## config.mk

```make
export PLATFORM = sky130hd
export DESIGN_NAME = vga_pixel_gen
export DESIGN_NICKNAME = d
export VERILOG_FILES = /design/src/rtl/vga_pixel_gen.sv
export SDC_FILE = /design/constraint.sdc
export NUM_CORES = 1
export LEC_CHECK = 0
export ABC_AREA = 1
export ABC_CLOCK_PERIOD_IN_PS = 2000
export CAP_MARGIN = 20
export CORE_MARGIN = 3
export CORE_UTILIZATION = 50
export CTS_BUF_LIST = sky130_fd_sc_hd__clkbuf_16
export DETAILED_ROUTE_END_ITERATION = 7
export HOLD_SLACK_MARGIN = 0.03
export PLACE_DENSITY_LB_ADDON = 0.3
export SLEW_MARGIN = 40
export SYNTH_ARGS = -nofsm -noshare
export SYNTH_HDL_FRONTEND = slang
export SYNTH_SLANG_ARGS = --single-unit
export TNS_END_PERCENT = 5
```

## constraint.sdc

```tcl
create_clock -name vga_clk_in -period 2 [get_ports vga_clk_in]
set_clock_uncertainty 0.05 [all_clocks]
set_input_delay 0.2 -clock vga_clk_in [delete_from_list [all_inputs] [get_ports vga_clk_in]]
set_output_delay 0.2 -clock vga_clk_in [all_outputs]
set_load 0.1 [all_outputs]
```

## src/rtl/vga_pixel_gen.sv

```systemverilog
// VGA test-pattern generator: rebuilds pixel coordinates from blank/sync timing
// and emits 24-bit RGB with the syncs re-timed to the same two-cycle latency.
module vga_pixel_gen #(
    parameter int H_ACTIVE        = 640,
    parameter int V_ACTIVE        = 480,
    parameter int SYNC_ACTIVE_LOW = 1,
    parameter int CHECK_LOG2      = 5,
    parameter int COORD_W         = 10
) (
    input  logic       vga_clk_in,
    input  logic       reset_in,
    input  logic       blank_n_in,
    input  logic       h_sync_in,
    input  logic       v_sync_in,
    input  logic [1:0] mode_in,
    output logic [7:0] red_out,
    output logic [7:0] green_out,
    output logic [7:0] blue_out,
    output logic       blank_n_out,
    output logic       h_sync_out,
    output logic       v_sync_out
);

    localparam logic               SYNC_IDLE = (SYNC_ACTIVE_LOW != 0);
    localparam int                 BAR_W     = H_ACTIVE / 8;
    localparam logic [COORD_W-1:0] X_LAST    = COORD_W'(H_ACTIVE - 1);
    localparam logic [COORD_W-1:0] Y_LAST    = COORD_W'(V_ACTIVE - 1);

    logic [COORD_W-1:0] x_cnt;
    logic [COORD_W-1:0] y_cnt;
    logic [7:0]         frame_cnt;
    logic [1:0]         mode_reg;
    logic               blank_prev;
    logic               vs_prev;
    logic               vs_edge;
    logic               blank_fall;

    logic [COORD_W-1:0] x_p1;
    logic [COORD_W-1:0] y_p1;
    logic [1:0]         mode_p1;
    logic               vld_p1;
    logic               h_sync_p1;
    logic               v_sync_p1;
    logic [23:0]        pix;

    function automatic logic [COORD_W-1:0] sat_inc(input logic [COORD_W-1:0] v);
        return (&v) ? v : v + 1'b1;
    endfunction

    // Bar index is clamped to 7 so an over-long line just extends the last bar.
    function automatic logic [23:0] bar_colour(input logic [COORD_W-1:0] x);
        logic [2:0] idx;
        idx = 3'd0;
        for (int i = 1; i < 8; i++) begin
            if (int'(x) >= i * BAR_W) idx = 3'(i);
        end
        case (idx)
            3'd0:    return 24'hFFFFFF;
            3'd1:    return 24'hFFFF00;
            3'd2:    return 24'h00FFFF;
            3'd3:    return 24'h00FF00;
            3'd4:    return 24'hFF00FF;
            3'd5:    return 24'hFF0000;
            3'd6:    return 24'h0000FF;
            default: return 24'h000000;
        endcase
    endfunction

    assign vs_edge    = (vs_prev == SYNC_IDLE) && (v_sync_in != SYNC_IDLE);
    assign blank_fall = blank_prev && !blank_n_in;

    always_ff @(posedge vga_clk_in) begin
        if (reset_in) begin
            x_cnt      <= '0;
            y_cnt      <= '0;
            frame_cnt  <= 8'd0;
            mode_reg   <= 2'd0;
            blank_prev <= 1'b0;
            vs_prev    <= SYNC_IDLE;
        end else begin
            blank_prev <= blank_n_in;
            vs_prev    <= v_sync_in;
            x_cnt      <= blank_n_in ? sat_inc(x_cnt) : '0;
            if (vs_edge) begin
                y_cnt     <= '0;
                frame_cnt <= frame_cnt + 8'd1;
                mode_reg  <= mode_in;
            end else if (blank_fall) begin
                y_cnt <= sat_inc(y_cnt);
            end
        end
    end

    // Stage 1: capture coordinates, mode and timing for the current pixel
    always_ff @(posedge vga_clk_in) begin
        if (reset_in) begin
            x_p1      <= '0;
            y_p1      <= '0;
            mode_p1   <= 2'd0;
            vld_p1    <= 1'b0;
            h_sync_p1 <= SYNC_IDLE;
            v_sync_p1 <= SYNC_IDLE;
        end else begin
            x_p1      <= x_cnt;
            y_p1      <= y_cnt;
            mode_p1   <= mode_reg;
            vld_p1    <= blank_n_in;
            h_sync_p1 <= h_sync_in;
            v_sync_p1 <= v_sync_in;
        end
    end

    always_comb begin
        pix = 24'h000000;
        if (vld_p1) begin
            case (mode_p1)
                2'd0:    pix = bar_colour(x_p1);
                2'd1:    pix = (x_p1[CHECK_LOG2] ^ y_p1[CHECK_LOG2]) ? 24'hFFFFFF : 24'h000000;
                2'd2:    pix = {x_p1[7:0], y_p1[7:0], frame_cnt};
                default: pix = (x_p1 == '0 || x_p1 == X_LAST || y_p1 == '0 || y_p1 == Y_LAST)
                               ? 24'hFFFFFF : 24'h0000FF;
            endcase
        end
    end

    // Stage 2: RGB and delayed timing leave together
    always_ff @(posedge vga_clk_in) begin
        if (reset_in) begin
            {red_out, green_out, blue_out} <= 24'h000000;
            blank_n_out <= 1'b0;
            h_sync_out  <= SYNC_IDLE;
            v_sync_out  <= SYNC_IDLE;
        end else begin
            {red_out, green_out, blue_out} <= pix;
            blank_n_out <= vld_p1;
            h_sync_out  <= h_sync_p1;
            v_sync_out  <= v_sync_p1;
        end
    end

endmodule

```

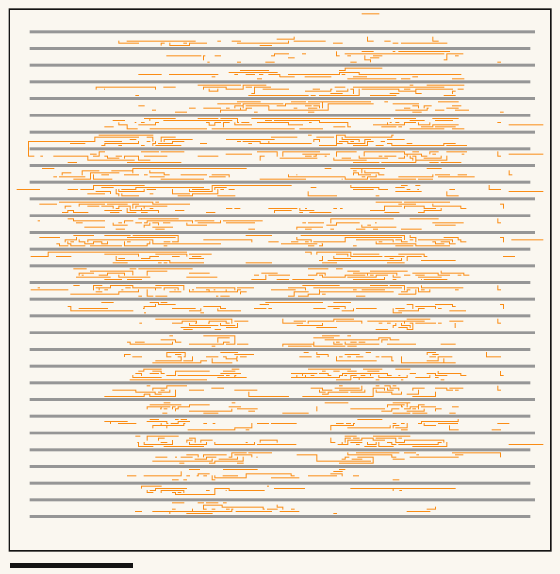
Fig. 1. Metal 1.
The bar under the picture is 20 um long. Supply wires on this layer in gray.
nets with wire on the layer: 459
wire length on this layer: 3120 um
main direction: horizontal
GRT met1 Usage: 22.97%
drt total wl: 6368 um
via count: 2756

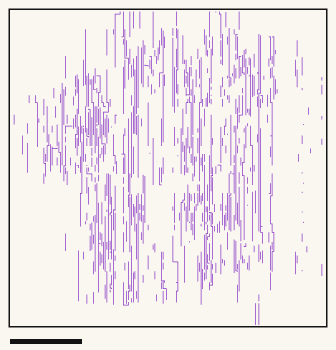
Fig. 2. M2 wires.
The bar under the picture is 20 um long.
wire length on this layer: 2920 um
longest straight run: 38.4 um
share of all routed wire: 46%
main direction: vertical
Global Route met2 Usage: 29.32%

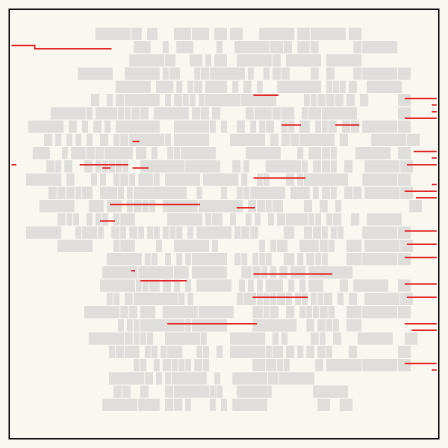
Fig. 3. Metal 3.
Cells faint in the background.
main direction: horizontal
wire length on this layer: 223 um
GR met3 Demand/Resource: 3.387%

==> reports/results.txt <==
Yosys chip area -> 0.003351 mm^2
FF/Latch Area -> 0.001642 mm^2
crit-path cells -> ha_1 > nand2_1 > inv_1 > nand2_1 > nor2_2 > nand2_1 > nor3_1 > nor2_1 > nor2_1
syn nets -> 452
vias in the first global route -> 2522
crit start category -> register
status -> complete, no violations
hold endpoint -> h_sync_out$_SDFF_PP1_
sequential group power -> 1.69 mW
clock sink count -> 82
total grt overflow -> 0
PortBufs -> 33
Logic area -> 0.001404 mm^2
metal1 wirelength -> 3117 um
H-tree levels -> 3
Vias/cell -> 4.913
post-detail-place hpwl -> 4480 um
Nets -> 489
Log Warnings -> 26
Top cell area share -> 48.99%
P&R area growth vs syn -> 18.78%
Non-clk bufs -> 36
Die Wd -> 87.86 um
distinct lib cells -> 32
drt initial violations -> 131
cell depth of the worst setup path -> 9
seq_cells -> 82
commonest register cell after synthesis -> dfxtp_1
most frequent cells in the layout -> dfxtp_1, nor2_1, nand2_1, inv_1, a21oi_1
Total Power -> 3.687 mW
Syn Std Cell Area -> 0.003351 mm^2
NetSw -> 0.9561 mW
top cells by count, synth -> dfxtp_1, nor2_1, nand2_1, inv_1, a21oi_1
yosys stat cell total -> 442
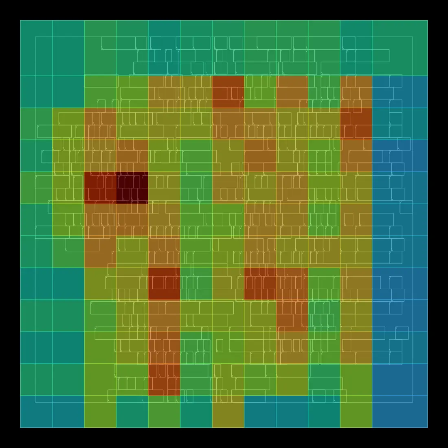
Fig. 4. Congestion heat map.
Layout Utilization: 61.97%
GRT Max-Usage Layer: met2
GRT Overall Usage: 17.89%
routed wire length per instance: 11.35 um

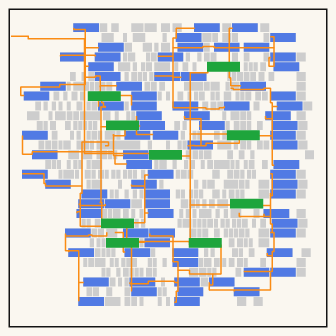
Fig. 5. Clock distribution.
[clock wires] orange | length: 887 um
[flip-flops] blue | count: 82
[clock-net drivers] green | count: 9
flops lie: widely spread
routed clock nets: 10
Clk power: 1.64 mW
Latency at later pin: 0.33 ns

Power is estimated from default activity; no workload was simulated.
